$ cat src/rtl/display_pkg.sv
// Shared types and helpers for the LED matrix scan scheduler.
package display_pkg;

    localparam int NUM_COLS  = 8;
    localparam int SPLIT_COL = 4;

    typedef enum logic [1:0] {IDLE, BLANK, SHOW} state_t;
    typedef enum logic [1:0] {MODE_LEFT, MODE_RIGHT, MODE_SPLIT} mode_t;

    function automatic mode_t decode_mode(input logic left_req, input logic right_req);
        mode_t mode;
        case ({left_req, right_req})
            2'b10:   mode = MODE_LEFT;
            2'b01:   mode = MODE_RIGHT;
            default: mode = MODE_SPLIT;
        endcase
        return mode;
    endfunction

    function automatic logic col_from_left(input mode_t mode, input logic [2:0] col);
        return (mode == MODE_LEFT) || ((mode == MODE_SPLIT) && (col < 3'(SPLIT_COL)));
    endfunction

endpackage

$ cat src/rtl/scan_slot_counter.sv
// Slot timer: counts 0..SCAN_DIV-1 while running, flags the blank window and slot end.
module scan_slot_counter #(
    parameter int SCAN_DIV     = 1024,
    parameter int BLANK_CYCLES = 4
) (
    input  logic i_clk,
    input  logic i_reset,
    input  logic i_run,
    output logic o_blank_last,
    output logic o_slot_last,
    output logic o_in_blank
);

    localparam int CW = (SCAN_DIV > 1) ? $clog2(SCAN_DIV) : 1;
    localparam logic [CW-1:0] SLOT_LAST  = CW'(SCAN_DIV - 1);
    localparam logic [CW-1:0] BLANK_LAST = CW'(BLANK_CYCLES - 1);
    localparam logic [CW-1:0] BLANK_LEN  = CW'(BLANK_CYCLES);

    logic [CW-1:0] r_cnt;

    // Held at zero while idle so every first slot starts with a full blank window.
    always_ff @(posedge i_clk) begin
        if (i_reset || !i_run) begin
            r_cnt <= '0;
        end else if (r_cnt == SLOT_LAST) begin
            r_cnt <= '0;
        end else begin
            r_cnt <= r_cnt + 1'b1;
        end
    end

    assign o_blank_last = (r_cnt == BLANK_LAST);
    assign o_slot_last  = (r_cnt == SLOT_LAST);
    assign o_in_blank   = (r_cnt < BLANK_LEN);

endmodule

$ cat src/rtl/display_scan_scheduler.sv
// Shares the 8x8 LED matrix between two image sources, scanning one blanked column per slot.
module display_scan_scheduler
    import display_pkg::*;
#(
    parameter int SCAN_DIV     = 1024,
    parameter int BLANK_CYCLES = 4
) (
    input  logic       i_clk,
    input  logic       i_reset,
    input  logic       i_left_req,
    input  logic       i_right_req,
    input  logic [7:0] i_left_rows,
    input  logic [7:0] i_right_rows,
    output logic [2:0] o_col_addr,
    output logic       o_grant_left,
    output logic       o_grant_right,
    output logic [7:0] o_rows,
    output logic [2:0] o_col_sel,
    output logic       o_frame_done
);

    state_t     r_state;
    mode_t      r_mode;
    logic [2:0] r_col;
    logic [7:0] r_img;
    logic       r_grant_left;
    logic       r_grant_right;

    logic       w_blank_last;
    logic       w_slot_last;
    logic       w_in_blank;
    logic       w_any_req;
    logic       w_last_col;
    logic       w_frame_last;
    logic [7:0] w_src_rows;

    scan_slot_counter #(
        .SCAN_DIV    (SCAN_DIV),
        .BLANK_CYCLES(BLANK_CYCLES)
    ) u_slot (
        .i_clk       (i_clk),
        .i_reset     (i_reset),
        .i_run       (r_state != IDLE),
        .o_blank_last(w_blank_last),
        .o_slot_last (w_slot_last),
        .o_in_blank  (w_in_blank)
    );

    assign w_any_req    = i_left_req | i_right_req;
    assign w_last_col   = (r_col == 3'(NUM_COLS - 1));
    assign w_frame_last = (r_state == SHOW) && w_slot_last && w_last_col;
    assign w_src_rows   = col_from_left(r_mode, r_col) ? i_left_rows : i_right_rows;

    always_ff @(posedge i_clk) begin
        if (i_reset) begin
            r_state       <= IDLE;
            r_mode        <= MODE_LEFT;
            r_col         <= '0;
            r_img         <= '0;
            r_grant_left  <= 1'b0;
            r_grant_right <= 1'b0;
        end else begin
            case (r_state)
                IDLE: begin
                    if (w_any_req) begin
                        r_state       <= BLANK;
                        r_mode        <= decode_mode(i_left_req, i_right_req);
                        r_grant_left  <= i_left_req;
                        r_grant_right <= i_right_req;
                        r_col         <= '0;
                    end
                end
                BLANK: begin
                    if (w_blank_last) begin
                        r_img   <= w_src_rows;
                        r_state <= SHOW;
                    end
                end
                SHOW: begin
                    if (w_slot_last) begin
                        if (w_last_col) begin
                            // Frame boundary: the only place the mode may change.
                            r_col         <= '0;
                            r_grant_left  <= i_left_req;
                            r_grant_right <= i_right_req;
                            if (w_any_req) begin
                                r_state <= BLANK;
                                r_mode  <= decode_mode(i_left_req, i_right_req);
                            end else begin
                                r_state <= IDLE;
                            end
                        end else begin
                            r_col   <= r_col + 3'd1;
                            r_state <= BLANK;
                        end
                    end
                end
                default: r_state <= IDLE;
            endcase
        end
    end

    assign o_rows        = ((r_state == SHOW) && !w_in_blank) ? r_img : 8'h00;
    assign o_col_sel     = r_col;
    assign o_col_addr    = r_col;
    assign o_grant_left  = r_grant_left;
    assign o_grant_right = r_grant_right;
    assign o_frame_done  = w_frame_last;

endmodule

$ cat config.mk
export PLATFORM = sky130hd
export DESIGN_NAME = display_scan_scheduler
export DESIGN_NICKNAME = d
export VERILOG_FILES = /design/src/rtl/display_pkg.sv /design/src/rtl/scan_slot_counter.sv /design/src/rtl/display_scan_scheduler.sv
export SDC_FILE = /design/constraint.sdc
export NUM_CORES = 1
export LEC_CHECK = 0
export CORE_ASPECT_RATIO = 0.7
export CORE_MARGIN = 4
export CORE_UTILIZATION = 32
export DETAILED_ROUTE_END_ITERATION = 10
export PLACE_DENSITY = 0.66
export SLEW_MARGIN = 25
export SYNTH_ARGS = -nofsm -noshare
export SYNTH_HDL_FRONTEND = slang
export SYNTH_SLANG_ARGS = --single-unit
$ cat constraint.sdc
create_clock -name i_clk -period 2.4 [get_ports i_clk]
set_input_delay 0.24 -clock i_clk [delete_from_list [all_inputs] [get_ports i_clk]]
set_output_delay 0.24 -clock i_clk [all_outputs]
set_load 0.01 [all_outputs]
==> results.sh, run 1 <==
# implementation run metrics
export IMPL_cts_root_buf="clkbuf_8"
export IMPL_path_clk_slew_ns=0.09
export IMPL_startpoint_type="register"
export IMPL_nets=214
export IMPL_fp_util=0.3450
export IMPL_chipArea_mm2=0.005523
export IMPL_postRouteAntennaNets=0
export IMPL_ys_chip_area_mm2=0.001403
export IMPL_drt_iter0_drc=79
export IMPL_die_x_um=87.13
export IMPL_ios=37
export IMPL_syn_nets=177
export IMPL_gp_congestion=0.8055
export IMPL_cts_tree="built"
export IMPL_leakagePower_uw=0.0007495
export IMPL_port_buffers=36
export IMPL_htree_num_levels=1
export IMPL_coreArea_mm2=0.004065
export IMPL_topCellsByArea="dfxtp_1 39%, mux2i_1 7.9%, nor2_1 5.1%"
export IMPL_dr_pass1_iters=4
export IMPL_slew_violations=0
export IMPL_most_common_cell="dfxtp_1"
export IMPL_end_kind="primary output"
export IMPL_clock_path_buffers=2
export IMPL_crit_fanout=8
export IMPL_via_per_inst=4.854
export IMPL_fin_skew_ns=0.004062
export IMPL_cp_required_ns=2.16
export IMPL_drcViolationCount=0
export IMPL_antenna_cells=0
export IMPL_flop_cell="dfxtp_1"
export IMPL_crit_arrival_ns=2.10
export IMPL_critical_path_class="reg2out"
export IMPL_drive_gt1_frac=0.1064
export IMPL_period_needed_ns=2.340
export IMPL_antenna_found_initial=0
export IMPL_clock_latency_ns=0.27
export IMPL_cts_setup_buffers=0
export IMPL_rows=19
export IMPL_ys_ff=27
export IMPL_worst_slew_pin_slew_ns=0.6321
export IMPL_ir_worst_vdd_mv=0.1973
export IMPL_grt_max_degree=21
export IMPL_setup_viol=0
export IMPL_synth_warnings=0
export IMPL_grt_use_total=0.1131
export IMPL_syn2layout_area_growth_pct=32.92
export IMPL_dp_hpwl_mm=2.319
export IMPL_maxCapViolCount=0
export IMPL_die_y_um=63.39
export IMPL_common_cells="27 x dfxtp_1, 19 x nor2_1, 11 x mux2i_1"
export IMPL_syn_area_mm2=0.001403
export IMPL_drt_total_wl_mm=2.938
export IMPL_grt_pass1_wl_mm=4.954
export IMPL_wl_per_cell_um=12.24
export IMPL_seq_area_frac_synth=0.3854
export IMPL_finalSetupTns_ns=0
export IMPL_rsz0062_at_grt="false"
export IMPL_fin_util=0.4586
export IMPL_cts_sinks=27
export IMPL_edf_count=0
export IMPL_finalClockPeriodUsage=0.9749
export IMPL_via_count=1165
export IMPL_async_flop_share=0
export IMPL_grt_overflow_total=0
export IMPL_hold_path_class="reg2reg"
export IMPL_finalHoldViolations=0
export IMPL_syn_inst=152
export IMPL_slew_headroom=0.5786
export IMPL_status="complete, no violations"
export IMPL_powerDensity_mw_per_mm2=434.3
export IMPL_top_cell_area_share=0.3854
export IMPL_avgSynthCellArea_um2=9.228
export IMPL_ys_cells=152
export IMPL_ys_types=34
export IMPL_warning_count=27
export IMPL_cts_buffers=3
export IMPL_largest_area_cell="dfxtp_1"
[run 1: final timing paths]
path / start / end / slack, ns / cells past startpoint
setup / recovery: u_slot.r_cnt[5]$_SDFF_PP0_ / o_rows[2] / 0.06 / 4
hold / removal: u_slot.r_cnt[0]$_SDFF_PP0_ / u_slot.r_cnt[0]$_SDFF_PP0_ / 0.46 / 1
setup reg to reg: u_slot.r_cnt[0]$_SDFF_PP0_ / r_mode[1]$_SDFFE_PP0P_ / 0.48 / 5
hold reg to reg: u_slot.r_cnt[0]$_SDFF_PP0_ / u_slot.r_cnt[0]$_SDFF_PP0_ / 0.46 / 1
[run 1: kinds of logic after synthesis]
logic type | synth area share
simple gates | 0.2757
flops | 0.3854
compound gates | 0.1053
buf+inv | 0.05262
mux | 0.08653
xor+xnor | 0.04995
fa+ha+maj | 0.04460
[run 1: repair_timing]
item / 4_1_cts / 5_1_grt
hold endpoints to repair: 0 / 0
setup endpoints to repair: 8 / 8
gates resized: 1 / 5
[run 1: placed cells by master (no fill, tap or decap), types with 6 or more instances in the layout]
master            n
nor2_1           19
nand3_1           7
mux2i_1          11
dfxtp_1          25
nand2b_1          6
a211oi_1          8
and2_1            8
clkdlybuf4s50_1  34
nor3_1            6
[run 1: power by group]
| group | leakage, uW | internal (uW) | switching, uW |
|---|---|---|---|
| clock | 0.0000255 | 116 | 139 |
| sequential | 0.000220 | 456 | 6.67 |
| combinational | 0.000504 | 54.9 | 37.1 |
[run 1: state kept, by name (all words and copies together), names as in the netlist]
signal / cells
r_img: 8
o_col_addr: 3
r_mode: 2
r_state: 2
o_grant_left: 1
o_grant_right: 1
u_slot.r_cnt: 10
[run 1: per-stage QoR]
stage                     hold WS, ns  std cells  instance area, um2  setup WS (ns)
after floorplan                0.3917        152                1403         0.6154
after global placement         0.4447        236                1803         0.3069
after detailed placement       0.4467        236                1803         0.2939
after CTS                      0.4697        240                1851       0.006704
after global routing           0.5021        240                1864       0.001549
final                          0.4620        240                1864        0.06016
[run 1: worst max-delay path, cell delays in order (launching register included)]
cell,delay [ns]
dfxtp_1,0.35
or4_4,0.58
o21a_4,0.26
and2_1,0.16
clkdlybuf4s50_1,0.47
[run 1: layout make-up]
| type | instances | area [um2] |
|---|---|---|
| Clock buffer | 3 | 41.29 |
| Clock inverter | 1 | 5.005 |
| Multi-Input combinational cell | 113 | 795.8 |
| Fill cell | 410 | 2201 |
| Timing Repair Buffer | 41 | 402.9 |
| Tap cell | 52 | 65.06 |
| Sequential cell | 27 | 543.0 |
| Inverter | 3 | 11.26 |
[run 1: routing by layer]
metal	global-route usage	vias up	part of all wire
li1	-	607	-
met1	0.1742	522	0.54
met2	0.1477	30	0.39
met3	0.02865	6	0.061
met4	0.04023	0	0.015
met5	0	-	0
run_1/clock_map.png
The bar under the picture is 20 um long.
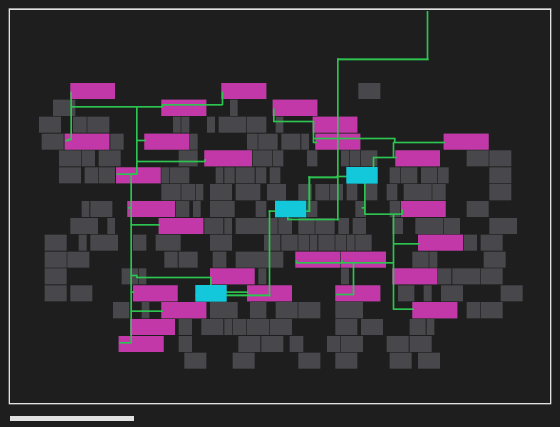
- magenta: flip-flops (count 27)
- cyan: cells driving clock nets (count 3)
- green: clock wires (length 335 um)
- routed clock nets: 4

run_1/metal_stack.png
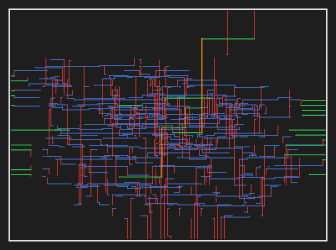
- orange: met4 (wire length 44.9 um)
- green: met3 (wire length 180 um)
- red: met2 (wire length 1140 um)
- blue: met1 (wire length 1570 um)

run_1/met3.png
The bar under the picture is 20 um long.
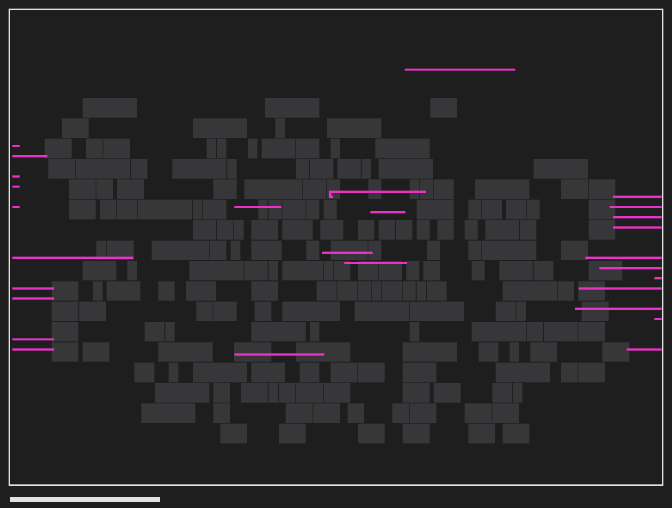
- longest straight run: 15.9 um
- wire length on this layer: 180 um
- nets with wire on the layer: 25
- share of all routed wire: 6.1%

## Run 2: what changed since run 1
Settings changed: CORE_MARGIN 4 to default, GPL_ROUTABILITY_DRIVEN from default to 0, MAX_ROUTING_LAYER from default to met4.
run_2/final_congestion.png
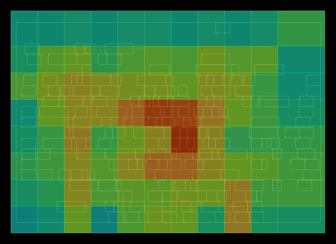
Final Util: 0.4577
met1 GRT Util: 0.2185

==> run 2 against run 1 <==
Compared with the run above: worst hold slack better by 0.010 ns; clock power is 2% higher; register-to-register slack worse by 0.10 ns; flip-flop count is the same; combinational power is 0.9% lower; routed wire length unchanged; first-iteration DRC count up 23%; critical path type unchanged; critical endpoint unchanged; largest cell class unchanged.
==> results.sh, run 2 <==
# implementation run metrics
export IMPL_status="complete, no violations"
export IMPL_cts_buffers=3
export IMPL_finalClockPeriodUsage=0.9718
export IMPL_seq_area_frac_synth=0.3854
export IMPL_drive_gt1_frac=0.1070
export IMPL_coreArea_mm2=0.004065
export IMPL_syn2layout_area_growth_pct=32.65
export IMPL_final_cell_mix="33 x clkdlybuf4s50_1, 24 x dfxtp_1, 19 x nor2_1"
export IMPL_dp_hpwl_mm=2.270
export IMPL_postRouteAntennaNets=0
export IMPL_clock_latency_ns=0.28
export IMPL_warning_count=27
export IMPL_nets=213
export IMPL_p_switching_uw=188.4
export IMPL_maxCapViolCount=0
export IMPL_fin_area_mm2=0.001861
export IMPL_ys_cells=152
export IMPL_slew_headroom=0.5571
export IMPL_period_needed_ns=2.332
export IMPL_setup_viol=0
export IMPL_finalSetupTns_ns=0
export IMPL_via_per_inst=4.862
export IMPL_synth_warnings=0
export IMPL_powerDensity_mw_per_mm2=438.2
export IMPL_end_kind="primary output"
export IMPL_combPwrFrac=0.112
export IMPL_grt_overflow_total=0
export IMPL_crit_arrival_ns=2.09
export IMPL_clock_path_buffers=2
export IMPL_worstPathCellList="or4_4, o21a_4, and2_1, clkdlybuf4s50_1"
export IMPL_topCellsByArea="dfxtp_1 39%, mux2i_1 7.9%, nor2_1 5.1%"
export IMPL_htree_num_levels=1
export IMPL_grt_max_degree=16
export IMPL_fin_skew_ns=0.007980
export IMPL_path_buffers=1
export IMPL_grt_pass1_wl_mm=4.830
export IMPL_via_count=1162
export IMPL_internal_power_uw=626.9
export IMPL_die_y_um=57.39
export IMPL_largest_area_cell="dfxtp_1"
export IMPL_ir_worst_vdd_mv=0.2785
export IMPL_drt_iter0_drc=97
export IMPL_common_cells="27 x dfxtp_1, 19 x nor2_1, 11 x mux2i_1"
export IMPL_total_power_uw=815.3
export IMPL_dr_pass1_iters=4
export IMPL_crit_path_max_incr_delay_ns=0.57
export IMPL_crit_family="simple AND/OR/NAND/NOR gates"
export IMPL_fp_util=0.3450
export IMPL_startpoint_type="register"
export IMPL_cts_tree="built"
export IMPL_cts_root_buf="clkbuf_8"
export IMPL_cp_required_ns=2.16
export IMPL_most_common_cell="dfxtp_1"
export IMPL_final_common_cell="clkdlybuf4s50_1"
export IMPL_crit_fanout=8
export IMPL_top_register="u_slot.r_cnt"
export IMPL_antenna_cells=0
export IMPL_rr_worst_depth=5
export IMPL_hold_path_class="reg2reg"
export IMPL_ys_ff=27
export IMPL_pwr_share_clk=0.321
export IMPL_wl_per_cell_um=12.29
export IMPL_syn_area_mm2=0.001403
export IMPL_grt_pass1_vias=992
export IMPL_drt_total_wl_mm=2.938
export IMPL_ys_types=34
export IMPL_syn_inst=152
export IMPL_ys_chip_area_mm2=0.001403
export IMPL_path_clk_slew_ns=0.09
export IMPL_rows=19
export IMPL_rsz0062_at_grt="false"
export IMPL_flop_cell="dfxtp_1"
export IMPL_async_flop_share=0
export IMPL_placed_cell_area_mm2=0.001795
export IMPL_chipArea_mm2=0.004656
export IMPL_path_depth=4
export IMPL_grt_use_total=0.1433
export IMPL_leakagePower_uw=0.0007632
export IMPL_cts_sinks=27
export IMPL_ios=37
export IMPL_finalHoldViolations=0
export IMPL_pre_cts_slack_ns=0.2982
export IMPL_slew_violations=0
export IMPL_port_buffers=36
export IMPL_cts_hold_buf=0
export IMPL_cp_slowest_cell="or4_4"
export IMPL_avgSynthCellArea_um2=9.228
export IMPL_critical_path_class="reg2out"
export IMPL_max_freq_mhz=428.8
export IMPL_worst_slew_pin_slew_ns=0.6644
export IMPL_top_cell_area_share=0.3854
export IMPL_antenna_found_initial=0
export IMPL_edf_count=0
export IMPL_finalWorstSetupSlack_ns=0.06774
export IMPL_die_x_um=81.13
export IMPL_holdPathStages=1
export IMPL_syn_nets=177
export IMPL_netSwitchingFraction=0.2311
export IMPL_power_frac_seq=0.568
export IMPL_drcViolationCount=0
export IMPL_largest_reg_flops=10
==> run 2: logic make-up (layout without fill, tap and decap cells) <==
group,count (synthesis),count (layout),synth area share
XOR/XNOR,8,8,0.04995
flip-flops,27,27,0.3854
AND/OR/NAND/NOR,68,68,0.2757
buffers and inverters,12,47,0.05262
multiplexers,12,12,0.08653
adder cells (fa/ha/maj),5,5,0.04460
AND-OR/OR-AND,20,20,0.1053
==> run 2: through the flow <==
step	std cells	hold WS, ns	util
after global placement	235	0.4512	0.4417
after floorplan	152	0.3917	-
after detailed placement	235	0.4565	0.4417
after global routing	239	0.5052	0.4577
after CTS	239	0.4794	0.4534
final	239	0.4724	0.4577
==> run 2: cell type report <==
class	instances	area, um2
fill	408	2205
clock inverter	1	5.005
sequential	27	544.3
timing repair buffer	40	397.9
inverter	3	11.26
multi-input combinational	113	795.8
clock buffer	3	41.29
tap	52	65.06
==> run 2: path summary, 6_finish.rpt <==
| kind | startpoint | end | slack, ns |
|---|---|---|---|
| worst max-delay path | u_slot.r_cnt[5]$_SDFF_PP0_ | o_rows[2] | 0.07 |
| worst min-delay path | u_slot.r_cnt[0]$_SDFF_PP0_ | u_slot.r_cnt[0]$_SDFF_PP0_ | 0.47 |
| worst min register to register | u_slot.r_cnt[0]$_SDFF_PP0_ | u_slot.r_cnt[0]$_SDFF_PP0_ | 0.47 |
| worst max register to register | u_slot.r_cnt[5]$_SDFF_PP0_ | r_img[0]$_SDFFE_PP0P_ | 0.38 |
==> run 2: per-layer routing <==
layer,up-vias,global-route usage,wire [um],share of wire
li1,602,-,-,-
met1,519,0.2185,1627,0.55
met2,38,0.1789,1119,0.38
met3,3,0.03840,166,0.057
met4,0,0.03827,25,0.0085
met5,-,-,0,0
==> run 2: repair_timing <==
item                                    CTS  global route
cloned                                    0             0
pin swaps                                 0             0
buffers inserted                          0             0
gates resized                             1             7
endpoints found under the setup margin    8             8
==> run 2: power groups by stage <==
stage | combinational [uW] | clock (uW) | sequential, uW
finish | 91.2 | 261 | 463
global route | 101 | 293 | 464
CTS | 91.9 | 270 | 463
detailed placement | 91.6 | 0 | 473
global placement | 91.1 | 0 | 473
floorplan | 43.4 | 0 | 473
No activity file was given, so power comes from the tool's default toggle rates.
